## src/rtl/mem_arbiter_pkg.sv

```systemverilog
// Shared types and constants for the instruction/data memory arbiter.
package mem_arbiter_pkg;

    // Default address/data width used across the core.
    localparam int CONST_WORD_LEN = 32;

    // Owner encoding carried through the tag pipeline.
    localparam logic OWN_I = 1'b0;
    localparam logic OWN_D = 1'b1;

    // Deepest supported memory read latency.
    localparam int RD_LAT_MAX = 4;

    // One in-flight access: whether it exists and who gets the response.
    typedef struct packed {
        logic valid;
        logic owner;
    } tag_t;

    // Which requester (if any) owns the memory port this cycle.
    typedef enum logic [1:0] {
        SEL_NONE = 2'b00,
        SEL_I    = 2'b01,
        SEL_D    = 2'b10
    } sel_e;

    // Round-robin pick. On a conflict the side that lost last time wins;
    // last_d = 1 means D took the previous conflict, so I goes next.
    function automatic sel_e arb_pick(input logic req_i, input logic req_d,
                                      input logic last_d);
        sel_e pick;
        case ({req_i, req_d})
            2'b10:   pick = SEL_I;
            2'b01:   pick = SEL_D;
            2'b11:   pick = last_d ? SEL_I : SEL_D;
            default: pick = SEL_NONE;
        endcase
        return pick;
    endfunction

endpackage

```

## src/rtl/mem_arbiter_if.sv

```systemverilog
// Bundle of the fetch port, data port and memory macro port seen by the arbiter.
interface mem_arbiter_if
    import mem_arbiter_pkg::*;
#(
    parameter int WORD_LEN = CONST_WORD_LEN
);

    // Instruction-fetch requester
    logic                i_req;
    logic [WORD_LEN-1:0] i_addr;
    logic                i_gnt;
    logic                i_rvalid;
    logic [WORD_LEN-1:0] i_rdata;

    // Data requester
    logic                d_req;
    logic [WORD_LEN-1:0] d_addr;
    logic                d_wen;
    logic [WORD_LEN-1:0] d_wdata;
    logic                d_gnt;
    logic                d_rvalid;
    logic [WORD_LEN-1:0] d_rdata;

    // Memory macro
    logic                m_en;
    logic [WORD_LEN-1:0] m_addr;
    logic                m_wen;
    logic [WORD_LEN-1:0] m_wdata;
    logic [WORD_LEN-1:0] m_rdata;

    // Arbiter side
    modport slave (
        input  i_req, i_addr, d_req, d_addr, d_wen, d_wdata, m_rdata,
        output i_gnt, i_rvalid, i_rdata,
        output d_gnt, d_rvalid, d_rdata,
        output m_en, m_addr, m_wen, m_wdata
    );

    // Core plus memory side
    modport master (
        output i_req, i_addr, d_req, d_addr, d_wen, d_wdata, m_rdata,
        input  i_gnt, i_rvalid, i_rdata,
        input  d_gnt, d_rvalid, d_rdata,
        input  m_en, m_addr, m_wen, m_wdata
    );

endinterface

```

## src/rtl/mem_arbiter_tag_pipe.sv

```systemverilog
// RD_LAT-deep shift register of {valid, owner} tags that tracks which
// requester each outstanding memory access belongs to.
module mem_arbiter_tag_pipe
    import mem_arbiter_pkg::*;
#(
    parameter int RD_LAT = 1
) (
    input  logic clk,
    input  logic rst,
    input  tag_t tag_in,
    output tag_t tag_out
);

    tag_t stage_r [RD_LAT];

    // Advance every tag one stage per cycle; reset drops all in-flight tags.
    always_ff @(posedge clk) begin
        if (rst) begin
            for (int k = 0; k < RD_LAT; k++) begin
                stage_r[k] <= '{valid: 1'b0, owner: OWN_I};
            end
        end else begin
            stage_r[0] <= tag_in;
            for (int k = 1; k < RD_LAT; k++) begin
                stage_r[k] <= stage_r[k-1];
            end
        end
    end

    assign tag_out = stage_r[RD_LAT-1];

endmodule

```

## src/rtl/mem_arbiter.sv

```systemverilog
// Shares one single-port synchronous RAM between the fetch and data ports:
// round-robin on conflicts, one access per cycle, responses routed back to
// their owner after the fixed read latency. RD_LAT must be 1..RD_LAT_MAX.
module mem_arbiter
    import mem_arbiter_pkg::*;
#(
    parameter int WORD_LEN = CONST_WORD_LEN,
    parameter int RD_LAT   = 1
) (
    input  logic          clk,
    input  logic          rst,
    mem_arbiter_if.slave  bus
);

    logic                last_d_r;
    sel_e                sel_s;
    logic                conflict_s;
    logic [WORD_LEN-1:0] m_addr_s;
    logic                m_wen_s;
    logic [WORD_LEN-1:0] m_wdata_s;
    tag_t                tag_in_s;
    tag_t                tag_out_s;
    logic                i_rvalid_s;
    logic                d_rvalid_s;

    assign conflict_s = bus.i_req & bus.d_req;

    // Choose this cycle's winner; nobody is granted while reset is held.
    always_comb begin
        if (rst) begin
            sel_s = SEL_NONE;
        end else begin
            sel_s = arb_pick(bus.i_req, bus.d_req, last_d_r);
        end
    end

    // Record who won the latest conflict; uncontested grants leave it alone.
    always_ff @(posedge clk) begin
        if (rst) begin
            last_d_r <= 1'b0;
        end else if (conflict_s) begin
            last_d_r <= (sel_s == SEL_D);
        end else begin
            last_d_r <= last_d_r;
        end
    end

    // Steer the winner onto the memory port; fetches never write, idle is all zero.
    always_comb begin
        m_addr_s  = {WORD_LEN{1'b0}};
        m_wen_s   = 1'b0;
        m_wdata_s = {WORD_LEN{1'b0}};
        case (sel_s)
            SEL_I: begin
                m_addr_s = bus.i_addr;
            end
            SEL_D: begin
                m_addr_s  = bus.d_addr;
                m_wen_s   = bus.d_wen;
                m_wdata_s = bus.d_wdata;
            end
            default: begin
                m_addr_s = {WORD_LEN{1'b0}};
            end
        endcase
    end

    // Tag every issued access with its owner so the response can find its way home.
    always_comb begin
        tag_in_s.valid = (sel_s != SEL_NONE);
        if (sel_s == SEL_D) begin
            tag_in_s.owner = OWN_D;
        end else begin
            tag_in_s.owner = OWN_I;
        end
    end

    mem_arbiter_tag_pipe #(
        .RD_LAT (RD_LAT)
    ) u_tag_pipe (
        .clk     (clk),
        .rst     (rst),
        .tag_in  (tag_in_s),
        .tag_out (tag_out_s)
    );

    // Decode the oldest tag into a single response strobe for its owner.
    always_comb begin
        i_rvalid_s = 1'b0;
        d_rvalid_s = 1'b0;
        if (rst) begin
            i_rvalid_s = 1'b0;
            d_rvalid_s = 1'b0;
        end else if (tag_out_s.valid) begin
            if (tag_out_s.owner == OWN_D) begin
                d_rvalid_s = 1'b1;
            end else begin
                i_rvalid_s = 1'b1;
            end
        end else begin
            i_rvalid_s = 1'b0;
            d_rvalid_s = 1'b0;
        end
    end

    assign bus.i_gnt    = (sel_s == SEL_I);
    assign bus.d_gnt    = (sel_s == SEL_D);
    assign bus.m_en     = (sel_s != SEL_NONE);
    assign bus.m_addr   = m_addr_s;
    assign bus.m_wen    = m_wen_s;
    assign bus.m_wdata  = m_wdata_s;
    assign bus.i_rvalid = i_rvalid_s;
    assign bus.d_rvalid = d_rvalid_s;
    assign bus.i_rdata  = i_rvalid_s ? bus.m_rdata : {WORD_LEN{1'b0}};
    assign bus.d_rdata  = d_rvalid_s ? bus.m_rdata : {WORD_LEN{1'b0}};

endmodule

```

## src/flat_wrapper.sv

```systemverilog
// flat-port wrapper written by rule: the top's interface ports become plain ports
module mem_arbiter_flat import mem_arbiter_pkg::*;
#(
    parameter int WORD_LEN = CONST_WORD_LEN,
    parameter int RD_LAT   = 1
)
  (clk, rst, bus_i_req, bus_i_addr, bus_d_req, bus_d_addr, bus_d_wen, bus_d_wdata, bus_m_rdata, bus_i_gnt, bus_i_rvalid, bus_i_rdata, bus_d_gnt, bus_d_rvalid, bus_d_rdata, bus_m_en, bus_m_addr, bus_m_wen, bus_m_wdata);
  mem_arbiter_if #(.WORD_LEN(WORD_LEN)) bus_i ();
  input  logic clk;
  input  logic rst;
  input wire logic [$bits(bus_i.i_req)-1:0] bus_i_req;
  input wire logic [$bits(bus_i.i_addr)-1:0] bus_i_addr;
  input wire logic [$bits(bus_i.d_req)-1:0] bus_d_req;
  input wire logic [$bits(bus_i.d_addr)-1:0] bus_d_addr;
  input wire logic [$bits(bus_i.d_wen)-1:0] bus_d_wen;
  input wire logic [$bits(bus_i.d_wdata)-1:0] bus_d_wdata;
  input wire logic [$bits(bus_i.m_rdata)-1:0] bus_m_rdata;
  output wire logic [$bits(bus_i.i_gnt)-1:0] bus_i_gnt;
  output wire logic [$bits(bus_i.i_rvalid)-1:0] bus_i_rvalid;
  output wire logic [$bits(bus_i.i_rdata)-1:0] bus_i_rdata;
  output wire logic [$bits(bus_i.d_gnt)-1:0] bus_d_gnt;
  output wire logic [$bits(bus_i.d_rvalid)-1:0] bus_d_rvalid;
  output wire logic [$bits(bus_i.d_rdata)-1:0] bus_d_rdata;
  output wire logic [$bits(bus_i.m_en)-1:0] bus_m_en;
  output wire logic [$bits(bus_i.m_addr)-1:0] bus_m_addr;
  output wire logic [$bits(bus_i.m_wen)-1:0] bus_m_wen;
  output wire logic [$bits(bus_i.m_wdata)-1:0] bus_m_wdata;
  assign bus_i.i_req = bus_i_req;
  assign bus_i.i_addr = bus_i_addr;
  assign bus_i.d_req = bus_d_req;
  assign bus_i.d_addr = bus_d_addr;
  assign bus_i.d_wen = bus_d_wen;
  assign bus_i.d_wdata = bus_d_wdata;
  assign bus_i.m_rdata = bus_m_rdata;
  assign bus_i_gnt = bus_i.i_gnt;
  assign bus_i_rvalid = bus_i.i_rvalid;
  assign bus_i_rdata = bus_i.i_rdata;
  assign bus_d_gnt = bus_i.d_gnt;
  assign bus_d_rvalid = bus_i.d_rvalid;
  assign bus_d_rdata = bus_i.d_rdata;
  assign bus_m_en = bus_i.m_en;
  assign bus_m_addr = bus_i.m_addr;
  assign bus_m_wen = bus_i.m_wen;
  assign bus_m_wdata = bus_i.m_wdata;
  mem_arbiter #(.WORD_LEN(WORD_LEN), .RD_LAT(RD_LAT)) u_core (.clk(clk), .rst(rst), .bus(bus_i));
endmodule
```

## config.mk

```make
export PLATFORM = sky130hd
export DESIGN_NAME = mem_arbiter_flat
export DESIGN_NICKNAME = d
export VERILOG_FILES = /design/src/rtl/mem_arbiter_pkg.sv /design/src/rtl/mem_arbiter_if.sv /design/src/rtl/mem_arbiter_tag_pipe.sv /design/src/rtl/mem_arbiter.sv /design/src/flat_wrapper.sv
export SDC_FILE = /design/constraint.sdc
export NUM_CORES = 1
export LEC_CHECK = 0
export CORE_AREA = 2 2 102 104
export DETAILED_ROUTE_END_ITERATION = 6
export DIE_AREA = 0 0 104 106
export PLACE_DENSITY_LB_ADDON = 0.15
export SYNTH_ARGS = -nofsm -noshare
export SYNTH_HDL_FRONTEND = slang
export SYNTH_HIERARCHICAL = 1
export SYNTH_SLANG_ARGS = --single-unit
export TNS_END_PERCENT = 50
```

## constraint.sdc

```tcl
create_clock -name clk -period 2.3 [get_ports clk]
set_input_delay 0.46 -clock clk [delete_from_list [all_inputs] [get_ports clk]]
set_output_delay 0.46 -clock clk [all_outputs]
set_load 0.1 [all_outputs]
```

==> images/layers.png <==
Scale: 4 px per um.
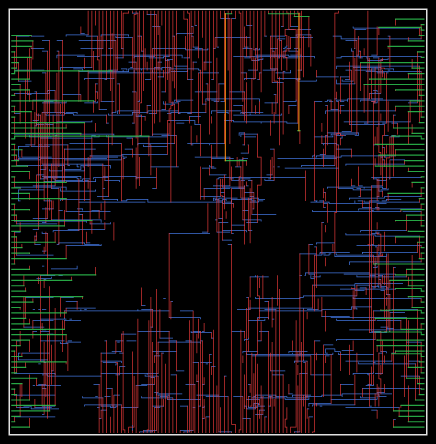
| color | layer | wire length |
|---|---|---|
| orange | M4 | 66.0 um |
| red | M2 | 5,280 um |
| blue | M1 | 3,100 um |
| green | M3 | 915 um |
average wire per standard cell: 14.51 um
WL final: 9.361 mm

==> images/closeup.png <==
Window x 68 to 88, y 16 to 36 um. Cells in gray, sequential cells in the stronger gray; small squares are vias.
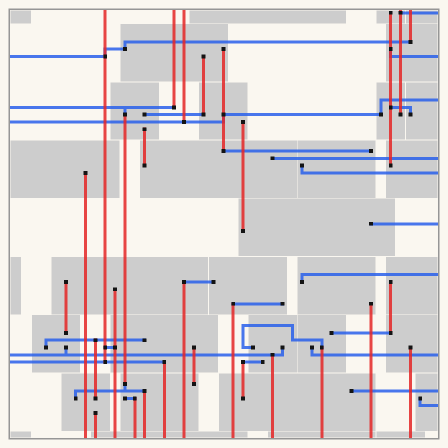
| color | layer |
|---|---|
| blue | M1 |
| red | M2 |
sequential cells in the window: 0
cells with their middle in the window: 19
most frequent: nor2_2 (6), clkdlybuf4s50_1 (5), buf_12 (5)

==> flow_summary_export.csv <==
group,metric,value,unit
outcome,status,"completed",
final_timing,hold_viol,0,
global_route,use_met3,5.212,%
floorplan,fp_util,15.28,%
final_timing,max-slew-margin-rel,72.40,%
yosys,largest_area_cell,"nor2_1",
yosys,aoi_share,16.71,%
power_and_ir_drop,p_seq,0.0000560,W
final_layout,mostFrequentLayoutCells,"buf_12 (138), clkdlybuf4s50_1 (129), nor2_1 (46)",
final_timing,tightest_slew,0.4140,ns
job,maxCapViolCount,0,
yosys,synth_seq_share,3.931,%
yosys,synth.mux.area_fraction,0,%
final_timing,fin_ws,0.06748,ns
power_and_ir_drop,switching_share,48.81,%
final_timing,final_max_slew_viol_count,0,
global_route,grt_pass1_wl,14.46,mm
power_and_ir_drop,combPwrFrac,86.3,%
yosys,synth_warnings,6,
route,vias,2678,
placed_design,placed_cell_area,0.006250,mm2
clock_tree,cts_sinks,3,
final_layout,antenna_cells,0,
min_path,min_path_cells,3,
yosys,avgSynthCellArea,6.392,um2
yosys,netlist_instances,239,
floorplan,die_h,106,um
placed_design,dp.cells,639,
clock_tree,cts_hold_buf,0,
clock_tree,cts_setup_buffers,0,
route,wl_met2,5.283,mm
yosys,synthDistinctLibCells,20,
power_and_ir_drop,switchingPower,0.0007411,W
final_timing,rsz0062_at_grt,"true",
global_route,antenna_found_initial,0,
yosys,adder_share,3.276,%
power_and_ir_drop,seq_power_share,3.7,%
route,wl_met3,914,um
clock_tree,path_clk_slew,0.03,ns
yosys,synth-simple-area-share,65.44,%
global_route,busiest_layer,"met2",
floorplan,core_area,0.01000,mm2
final_layout,fillCellCount,806,
critical_path,cp-endpoint,"bus_m_addr[1]",
critical_path,r2r_setup_slack,0.99,ns
global_route,grt_max_degree,35,
global_route,grt_use_total,16.12,%
yosys,xor_share,0,%
yosys,synth.logic.top_family,"simple AND/OR/NAND/NOR gates",
final_timing,setup_violations,0,
clock_tree,cts_resized,17,
clock_tree,tritoncts,"done",
yosys,yosys_cells,239,
final_timing,tns,0,ns
power_and_ir_drop,combinationalPower,0.00131,W
yosys,top_cell,"nor2_1",
placed_design,io_buffers,266,
yosys,top_cells_by_count,"nor2_1 (66), nor2b_1 (34), and2_1 (33), a22oi_1 (32), nand2b_1 (24)",
floorplan,fp.dieW,104,um
min_path,hp-class,"in2reg",
final_timing,min_period,2.233,ns
critical_path,crit_start,"rst",
power_and_ir_drop,power.internal,0.0007772,W
final_layout,final_core_util,63.56,%
floorplan,rows,37,
clock_tree,clock_path_buffers,2,
clock_tree,cts_root_buf,"clkbuf_8",
critical_path,critPathCaptureType,"output port",
critical_path,critPathMaxFanout,15,
route,ant_nets,0,
yosys,syn_area,0.001528,mm2
global_route,grt_util_met2,32.33,%
critical_path,crit_arrival,1.77,ns
yosys,ys_area,0.001528,mm2
power_and_ir_drop,p_leak,2.384,nW
global_route,gr-total-overflow,0,
clock_tree,h-tree-depth,1,
critical_path,setup.worst_path.class,"in2out",
final_layout,final_area,0.006356,mm2
power_and_ir_drop,peakVddDrop,0.1358,mV
yosys,synth_nets,376,
placed_design,pre_cts_slack,-0.3778,ns
placed_design,gp_congestion,0.8008,
critical_path,r2r_end,"u_core/last_d_r",
job,warnings,31,
final_timing,max_freq,0.4479,GHz
route,wl_met1,3.097,mm
route,routed.top_layer,"met4",
floorplan,dieArea,0.01102,mm2
placed_design,hpwlAfterDp,8.170,mm
min_path,min_to,"u_core/last_d_r",
yosys,synth_flops,3,
yosys,ff_type,"dfxtp_1",
global_route,grt_use_met1,16.34,%
critical_path,startpoint_type,"input port",
global_route,grt_pass1_vias,2769,
final_layout,fin_nets,647,
route,drc,0,
route,drtIter0Drc,41,
critical_path,reg2reg_depth,6,
route,firstDrtPassIters,3,
yosys,synth-edff-count,0,
final_layout,syn_to_final_growth,316.1,%
critical_path,cp.required,1.84,ns
critical_path,r2r_start,"u_core/last_d_r",
==> images/gates.png <==
Scale: 4 px per um.
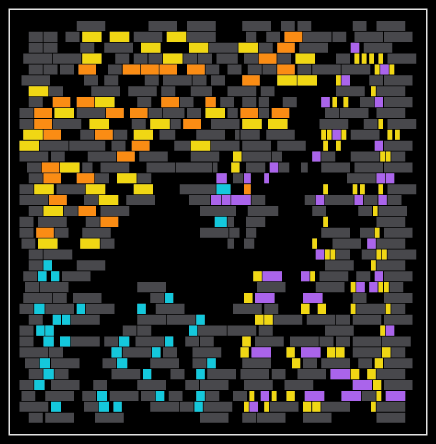
| color | family | cells | most used |
|---|---|---|---|
| orange | aoi and oai cells | 33 | a22oi_2 |
| yellow | nor cells | 100 | nor2_1 |
| cyan | and/or cells | 35 | and2_1 |
| purple | nand cells | 39 | nand2b_1 |
Commonest Layout Cell: buf_12
number of cells in the finished layout apart from fillers: 645
Comb/total area: 28.58%

==> images/clock_wires.png <==
Scale: 2 px per um.
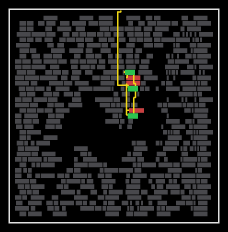
[red] flip-flops | count: 3
[yellow] clock wires | length: 107 um
[green] clock-net drivers | count: 3
routed clock nets: 4
clock skew: 0.003116 ns
clock power share: 10.0%
Worst-Skew Late Latency: 0.21 ns

[worst max-delay path, cell delays in order]
cell	delay [ns]
buf_2	0.13
nand3b_1	0.29
ha_4	0.28
buf_12	0.16
a22oi_2	0.21
nor2b_4	0.07
buf_12	0.16
[layout make-up]
cell class | instances | area [um2] | area share (%)
Timing Repair Buffer | 289 | 4259 | 67.01
Multi-Input combinational cell | 212 | 1817 | 28.58
Tap cell | 136 | 170.2 | 2.677
Sequential cell | 3 | 61.31 | 0.9646
Clock buffer | 4 | 45.04 | 0.7087
Inverter | 1 | 3.754 | 0.05906
[flip-flops by register name, summed over array words and instances, names as in the netlist]
name,cells
u_core/u_tag_pipe/stage_r,2
u_core/last_d_r,1
Power figures rest on the tool's default switching activity, not on a simulated workload.
